==> src/rtl/matrix_pkg.sv <==
// rtl/matrix_pkg.sv - shared state encoding and default sizes for the matrix sequencer
// Purpose: FSM state type and default parameter values used by matrix_mem_seq
//          and matrix_word_mux.
// Ports:   none (package).
package matrix_pkg;

    typedef enum logic [1:0] {
        IDLE = 2'd0,
        REQ  = 2'd1,
        GAP  = 2'd2,
        FIN  = 2'd3
    } state_t;

    localparam int DEF_NUM_WORDS = 13;
    localparam int DEF_ADDR_W    = 8;
    localparam int DEF_DATA_W    = 16;

endpackage

==> src/rtl/matrix_word_mux.sv <==
// rtl/matrix_word_mux.sv - combinational word selector for a flat word buffer
// Purpose: returns word[sel] of a flat NUM_WORDS*DATA_W vector; zero when sel
//          is beyond the last word.
// Ports:   words in  NUM_WORDS*DATA_W  flat buffer, word i at [DATA_W*i +: DATA_W]
//          sel   in  SEL_W             word index
//          word  out DATA_W            selected word
module matrix_word_mux
    import matrix_pkg::*;
#(
    parameter int NUM_WORDS = DEF_NUM_WORDS,
    parameter int DATA_W    = DEF_DATA_W,
    parameter int SEL_W     = 4
) (
    input  logic [NUM_WORDS*DATA_W-1:0] words,
    input  logic [SEL_W-1:0]            sel,
    output logic [DATA_W-1:0]           word
);

    always_comb begin
        word = '0;
        for (int i = 0; i < NUM_WORDS; i++) begin
            if (sel == SEL_W'(i)) begin
                word = words[i*DATA_W +: DATA_W];
            end
        end
    end

endmodule

==> src/rtl/matrix_mem_seq.sv <==
// rtl/matrix_mem_seq.sv - load/store matrix command sequencer over a single-word memory port
// Purpose: turns one load/store command into NUM_WORDS word accesses at
//          base, base+1, ... (address wraps modulo 2^ADDR_W) and exposes the
//          loaded matrix as a flat register.
// Optional: define MATRIX_MEM_SEQ_BOUNDS_CHECK_EN to reject commands whose
//          address range would run past the top of memory (err + done pulse).
// Ports:   clk, reset (async, active high)
//          cmd_valid, cmd_store, cmd_base, store_data   command side
//          cmd_ready, busy, done, err, load_data         status / result
//          mem_address, mem_data_in, mem_start, mem_wr   to memory
//          mem_data_out, mem_done                        from memory
module matrix_mem_seq
    import matrix_pkg::*;
#(
    parameter int NUM_WORDS = DEF_NUM_WORDS,
    parameter int ADDR_W    = DEF_ADDR_W,
    parameter int DATA_W    = DEF_DATA_W
) (
    input  logic                        clk,
    input  logic                        reset,
    input  logic                        cmd_valid,
    input  logic                        cmd_store,
    input  logic [ADDR_W-1:0]           cmd_base,
    input  logic [NUM_WORDS*DATA_W-1:0] store_data,
    output logic                        cmd_ready,
    output logic                        busy,
    output logic                        done,
    output logic                        err,
    output logic [NUM_WORDS*DATA_W-1:0] load_data,
    output logic [ADDR_W-1:0]           mem_address,
    output logic [DATA_W-1:0]           mem_data_in,
    output logic                        mem_start,
    output logic                        mem_wr,
    input  logic [DATA_W-1:0]           mem_data_out,
    input  logic                        mem_done
);

    localparam int IDX_W = (NUM_WORDS > 1) ? $clog2(NUM_WORDS) : 1;
    localparam logic [IDX_W-1:0] LAST_IDX = IDX_W'(NUM_WORDS - 1);

    state_t                      state;
    state_t                      state_next;
    logic [IDX_W-1:0]            index;
    logic [IDX_W-1:0]            index_inc;
    logic                        store_q;
    logic [ADDR_W-1:0]           base_q;
    logic [NUM_WORDS*DATA_W-1:0] buf_q;
    logic [DATA_W-1:0]           next_word;
    logic                        accept;
    logic                        reject;

    assign accept    = cmd_valid && cmd_ready;
    assign index_inc = index + IDX_W'(1);

`ifdef MATRIX_MEM_SEQ_BOUNDS_CHECK_EN
    assign reject = accept && ((int'(cmd_base) + NUM_WORDS - 1) > ((1 << ADDR_W) - 1));
`else
    assign reject = 1'b0;
`endif

    // Next word to present is picked from the snapshot, not the live input,
    // so the command source may change store_data once accepted.
    matrix_word_mux #(
        .NUM_WORDS (NUM_WORDS),
        .DATA_W    (DATA_W),
        .SEL_W     (IDX_W)
    ) u_word_mux (
        .words (buf_q),
        .sel   (index_inc),
        .word  (next_word)
    );

    always_ff @(posedge clk or posedge reset) begin
        if (reset) begin
            state <= IDLE;
        end else begin
            state <= state_next;
        end
    end

    always_comb begin
        state_next = state;
        case (state)
            IDLE:    if (accept) state_next = reject ? FIN : REQ;
            REQ:     if (mem_done) state_next = GAP;
            GAP:     state_next = (index == LAST_IDX) ? FIN : REQ;
            FIN:     state_next = IDLE;
            default: state_next = IDLE;
        endcase
    end

    // All status and memory-side outputs are registered from state_next so
    // they change exactly on the state transition and hold through REQ.
    always_ff @(posedge clk or posedge reset) begin
        if (reset) begin
            cmd_ready   <= 1'b1;
            busy        <= 1'b0;
            done        <= 1'b0;
            err         <= 1'b0;
            mem_start   <= 1'b0;
            mem_wr      <= 1'b0;
            mem_address <= '0;
            mem_data_in <= '0;
            load_data   <= '0;
            index       <= '0;
            store_q     <= 1'b0;
            base_q      <= '0;
            buf_q       <= '0;
        end else begin
            cmd_ready <= (state_next == IDLE);
            busy      <= (state_next != IDLE);
            done      <= (state_next == FIN);
            err       <= reject;
            mem_start <= (state_next == REQ);
            mem_wr    <= (state_next == REQ) ? (accept ? cmd_store : store_q) : 1'b0;

            if (accept) begin
                store_q <= cmd_store;
                base_q  <= cmd_base;
                buf_q   <= store_data;
                index   <= '0;
            end

            if (accept && !reject) begin
                mem_address <= cmd_base;
                mem_data_in <= store_data[DATA_W-1:0];
            end else if (state == GAP && state_next == REQ) begin
                index       <= index_inc;
                mem_address <= base_q + ADDR_W'(index_inc);
                mem_data_in <= next_word;
            end

            if (state == REQ && mem_done && !store_q) begin
                load_data[int'(index)*DATA_W +: DATA_W] <= mem_data_out;
            end
        end
    end

endmodule
==> config.mk <==
export PLATFORM = sky130hd
export DESIGN_NAME = matrix_mem_seq
export DESIGN_NICKNAME = d
export VERILOG_FILES = /design/src/rtl/matrix_pkg.sv /design/src/rtl/matrix_word_mux.sv /design/src/rtl/matrix_mem_seq.sv
export SDC_FILE = /design/constraint.sdc
export NUM_CORES = 1
export LEC_CHECK = 0
export CORE_UTILIZATION = 45
export CTS_BUF_LIST = sky130_fd_sc_hd__clkbuf_8
export CTS_CLUSTER_SIZE = 20
export DETAILED_ROUTE_END_ITERATION = 8
export GPL_TIMING_DRIVEN = 0
export PLACE_DENSITY = 0.78
export SYNTH_ARGS = -nofsm -noshare
export SYNTH_HDL_FRONTEND = slang
export SYNTH_SLANG_ARGS = --single-unit
export TNS_END_PERCENT = 30
==> constraint.sdc <==
create_clock -name clk -period 16.5 [get_ports clk]
set_clock_uncertainty 0.1 [all_clocks]
set_input_delay 4.125 -clock clk [delete_from_list [all_inputs] [get_ports clk]]
set_output_delay 4.125 -clock clk [all_outputs]
set_load 0.05 [all_outputs]
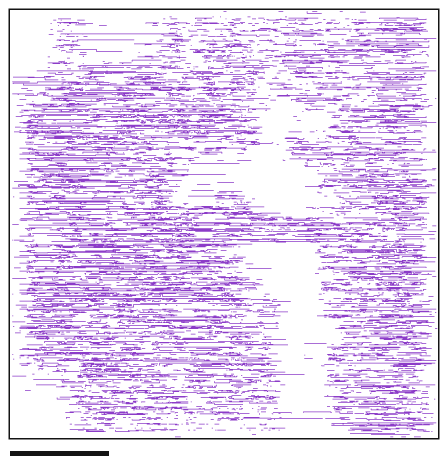
run_1/m1.png
Scale bar: 50 um.
wire length on this layer: 27.5 mm
main direction: horizontal
longest straight run: 57.0 um
nets with wire on the layer: 2593

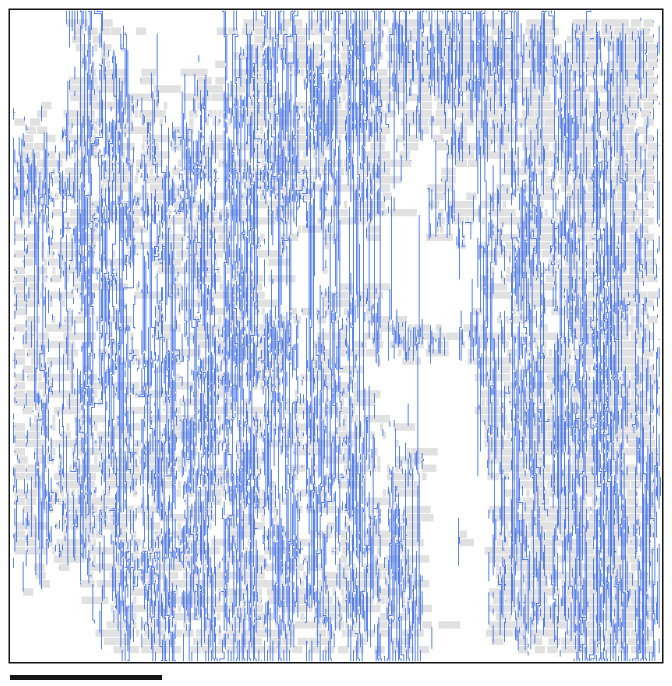
run_1/m2.png
Scale bar: 50 um. Cells faint in the background.
main direction: vertical
longest straight run: 106 um
wire length on this layer: 36.3 mm

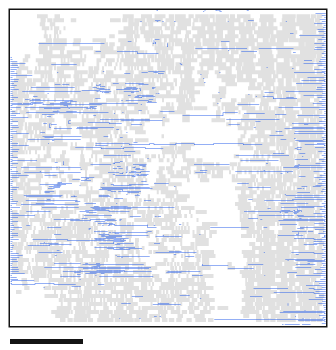
run_1/m3.png
Scale bar: 50 um. Cells faint in the background.
share of all routed wire: 7.8%
wire length on this layer: 5770 um
nets with wire on the layer: 532
main direction: horizontal

==> flow_summary.toml, run 1 <==
# yosys + openroad results
[yosys]
yosys.cell_types.count = 89
ys_sh_mux_pct = 7.476
synth_top_area_share_pct = 56.21
postSynthSeqShare_pct = 56.34
synth.comb.largest_family = "simple AND/OR/NAND/NOR gates"

[sta]
whs_ns = 0.3709
tns_ns = 0
setup_viol = 0
rsz0062_at_grt = "no"

[finish]
synthToLayoutAreaGrowth_pct = 35.86
comb_cells = 1493
non_clock_inverter_count = 16
top_regs = "buf_q (208), load_data (208), mem_data_in (16)"
seqCellArea_sq_mm = 0.01151

[global_routing]
overflow = 0
first_global_vias = 18960
met3_usage_pct = 6.030
antenna_found_initial = 2
use_met1_pct = 37.90

[setup_path]
worst_ep_required_time_ns = 16.99
path_buffers = 5
reg2reg_to = "mem_data_in[0]$_DFFE_PP0P_"
cp.arrival_ns = 7.11
r2r_slack_ns = 12.67

[routing]
wire_per_inst_um = 22.25
top_layer = "met4"
wl_met3_um = 5773

[placed_design]
place_congestion = 0.9476

[clock_tree]
cts.sinks = 460
cts_buffer_depth = 3
cts-root-buf = "clkbuf_8"
post-cts-setup-buffers = 0

[worst_hold_path]
hp-class = "reg2reg"
min_to = "buf_q[167]$_DFFE_PP0P_"

[run_status]
status = "finished clean"

[floorplan]
floorplan.core_util_pct = 45.91
die.size.y_um = 215.1
[run 1: cells in the final DEF (no fill, tap or decap), types with 9 or more instances in the layout]
cell,n
a31oi_1,18
clkbuf_1,90
buf_2,36
clkbuf_8,98
nand2_1,839
nor2_1,33
o21ai_0,128
a22oi_1,9
o221ai_1,9
nand2b_1,18
o211ai_1,25
clkdlybuf4s50_1,473
buf_12,12
a21o_1,9
inv_1,38
a21oi_1,25
nor3_1,12
nand3_1,30
a211oi_1,15
nand4_1,16
ha_1,10
dfrtp_1,459
and2_1,9
mux2_2,133
[run 1: where the power goes]
part	leakage [nW]	total [W]	internal [W]	switching [W]
Combinational	6.19	0.00165	0.000562	0.00109
Clock	0.906	0.00105	0.000581	0.000474
Sequential	6.03	0.00171	0.00146	0.000245
==> run 1 -> run 2 <==
==> constraint.sdc (replaced) <==
create_clock -name clk -period 5.7 [get_ports clk]
set_clock_uncertainty 0.1 [all_clocks]
set_input_delay 1.425 -clock clk [delete_from_list [all_inputs] [get_ports clk]]
set_output_delay 1.425 -clock clk [all_outputs]
set_load 0.05 [all_outputs]
==> flow_summary.toml, run 2 <==
# yosys + openroad results
[routing]
wl_met3_um = 5773

[placed_design]
place_congestion = 0.9476

[floorplan]
die.size.y_um = 215.1

[pwr]
seq_power_w = 0.00494
comb_power_share_pct = 37.5
switching_share_pct = 41.00
p_clk_w = 0.00305
intPower_w = 0.007541
pwr-share-clk_pct = 23.9
powerComb_w = 0.00479
power_switching_w = 0.005240

[sta]
rsz0062_at_grt = "no"
tns_ns = 0
setup_viol = 0

[yosys]
postSynthSeqShare_pct = 56.34
yosys.cell_types.count = 89
ys_sh_mux_pct = 7.476

[setup_path]
worst_ep_required_time_ns = 6.19
path_buffers = 5
cp.arrival_ns = 4.41
reg2reg_to = "mem_data_in[0]$_DFFE_PP0P_"

[global_routing]
overflow = 0

[clock_tree]
cts.sinks = 460

[finish]
final_common_cell = "nand2_1"
top_regs = "buf_q (208), load_data (208), mem_data_in (16)"
layout_top_cells = "839 x nand2_1, 473 x clkdlybuf4s50_1, 459 x dfrtp_1"
seqCellArea_sq_mm = 0.01151

[run_status]
status = "finished clean"

[worst_hold_path]
hp-class = "reg2reg"
run 2: through the flow:
step                      cell area (sq um)  hold slack, ns  worst slack [ns]
after global routing                  27760          0.3916             1.580
after global placement                25910          0.3549            -4.657
after CTS                             27760          0.3762             1.850
after floorplan                       20440          0.3369            -2.049
after detailed placement              26150          0.3620             1.220
final                                 27760          0.3709             1.781
run 2: layout make-up:
cell class              instances  share of cell area (%)
diodes                          2                 0.01803
repair buffers                485                   17.92
well taps                     592                   2.668
flip-flops and latches        460                   41.47
clock buffers                  98                   4.858
inverters                      16                  0.2298
plain buffers                 149                   2.474
multi-input cells            1493                   29.45
clock inverters                39                  0.9194
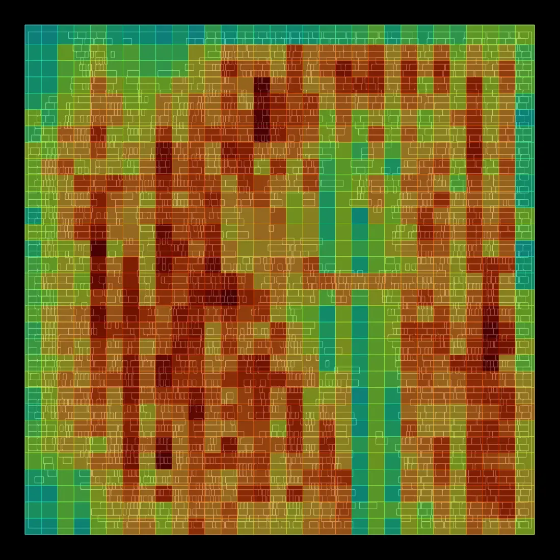
run_2/congestion_map.png
fin util: 62.37%
Total Routing Usage GR: 32.24%
M3 GR Usage: 6.030%
gr busiest metal: met2

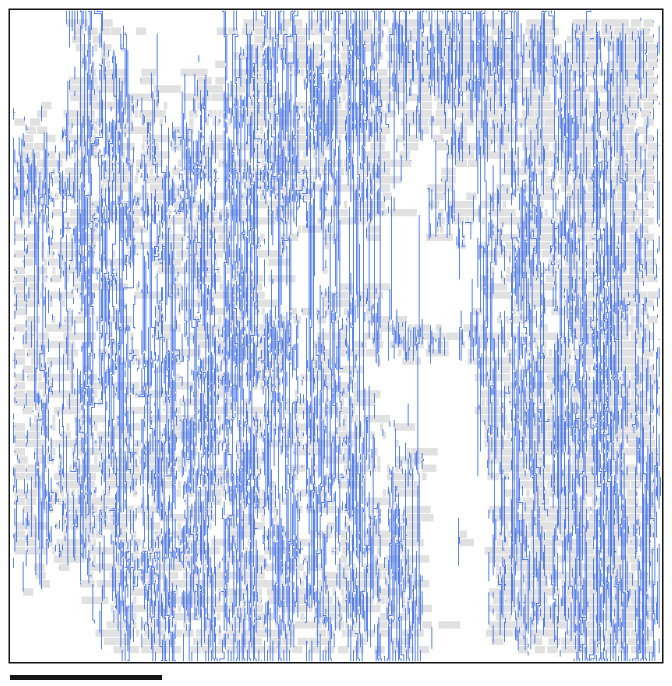
run_2/m2.png
Scale bar: 50 um. Cells faint in the background.
longest straight run: 106 um
wire length on this layer: 36.3 mm

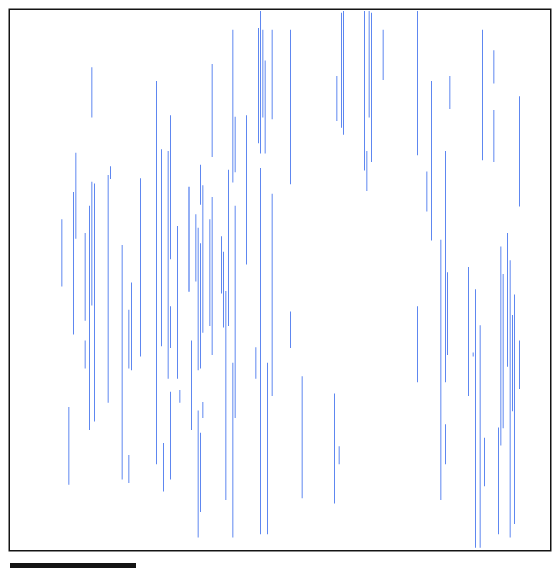
run_2/m4.png
Scale bar: 50 um.
nets with wire on the layer: 80
longest straight run: 152 um
wire length on this layer: 4600 um

==> run 2 -> run 3 <==
--- a/config.mk
+++ b/config.mk
@@ -10,7 +10,7 @@
 export CTS_CLUSTER_SIZE = 20
 export DETAILED_ROUTE_END_ITERATION = 8
 export GPL_TIMING_DRIVEN = 0
-export PLACE_DENSITY = 0.78
+export PLACE_DENSITY = 0.75
 export SYNTH_ARGS = -nofsm -noshare
 export SYNTH_HDL_FRONTEND = slang
 export SYNTH_SLANG_ARGS = --single-unit
==> constraint.sdc (replaced) <==
create_clock -name clk -period 4.09 [get_ports clk]
set_clock_uncertainty 0.1 [all_clocks]
set_input_delay 1.0225 -clock clk [delete_from_list [all_inputs] [get_ports clk]]
set_output_delay 1.0225 -clock clk [all_outputs]
set_load 0.05 [all_outputs]
==> flow_summary.toml, run 3 <==
# yosys + openroad results
[pwr]
comb_power_share_pct = 37.3
powerComb_w = 0.00662
switching_share_pct = 40.67
seq_power_w = 0.00690
maxPowerGroup = "sequential cells"
intPower_w = 0.01052
pwr-share-clk_pct = 23.7

[global_routing]
antenna_found_initial = 2
overflow = 0
met3_usage_pct = 6.072
first_global_vias = 18440

[setup_path]
cp.arrival_ns = 4.10
worst_ep_required_time_ns = 4.52
reg2reg_to = "mem_data_in[2]$_DFFE_PP0P_"
path_buffers = 6

[yosys]
synth_top_area_share_pct = 56.21
postSynthSeqShare_pct = 56.34
yosys.cell_types.count = 89
ys_sh_mux_pct = 7.476

[placed_design]
place_congestion = 1.007
dpl-instance-area_sq_mm = 0.02615

[floorplan]
die.size.y_um = 215.1

[clock_tree]
post-cts-setup-buffers = 0
cts.sinks = 460
cts_buffer_depth = 3
cts-root-buf = "clkbuf_8"

[finish]
fin_area_sq_mm = 0.02774
fin_util_pct = 62.32
final_common_cell = "nand2_1"
synthToLayoutAreaGrowth_pct = 35.74
seqCellArea_sq_mm = 0.01151

[run_status]
status = "finished clean"

[routing]
wl_met3_um = 5516
top_layer = "met5"

[worst_hold_path]
min_to = "buf_q[170]$_DFFE_PP0P_"

[sta]
setup_viol = 0
rsz0062_at_grt = "no"
finalWorstSetupSlack_ns = 0.4213
tns_ns = 0
==> run 3: cell counts after synthesis <==
No cell type changed its count.
==> run 3: layout make-up <==
cell class                 count  share of cell area, %
clock buffer                  99                  4.912
multi-input combinational   1493                  29.47
timing repair buffer         485                  17.93
buffer                       149                  2.481
inverter                      16                 0.2301
tap                          592                  2.670
sequential                   460                  41.50
antenna                        1               0.009022
clock inverter                28                 0.7849
==> run 3: kinds of logic (layout without fill, tap and decap cells) <==
kind of cell	count (synthesis)	after routing
muxes	136	136
adders and majority gates	11	11
AOI/OAI and AO/OA	321	321
and+or+nand+nor	1015	1015
other	1	2
buffers and inverters	165	777
xor gates and xnor gates	9	9
DFF	460	460
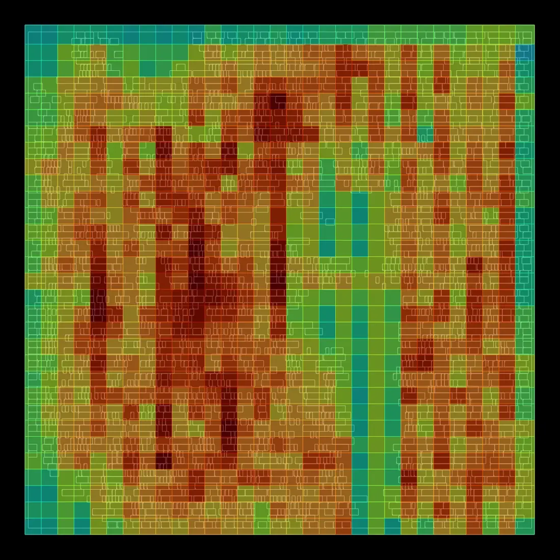
run_3/congestion_map.png
met2 Use GR: 53.72%
met1 Use GR: 37.60%
WL/cell: 21.85 um
Total Routing Usage GR: 31.42%

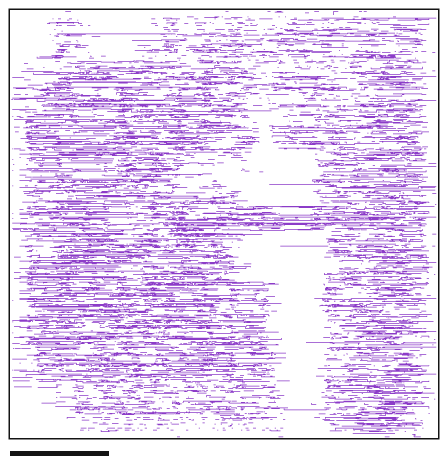
run_3/m1.png
Scale bar: 50 um.
share of all routed wire: 38%
nets with wire on the layer: 2628
longest straight run: 63.0 um

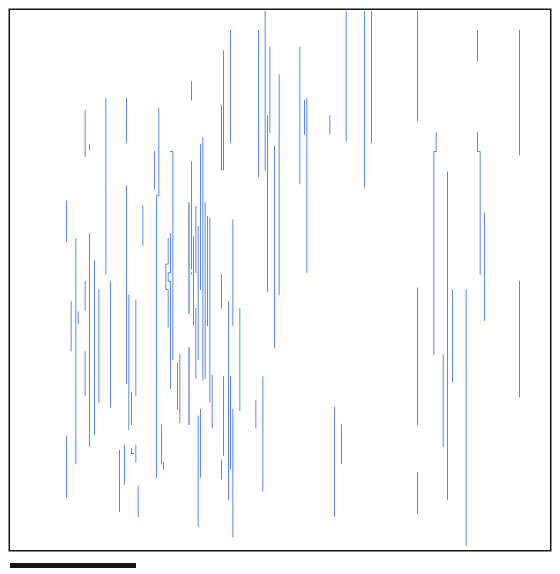
run_3/m4.png
Scale bar: 50 um.
longest straight run: 131 um
main direction: vertical

No activity file was given, so power comes from the tool's default toggle rates.
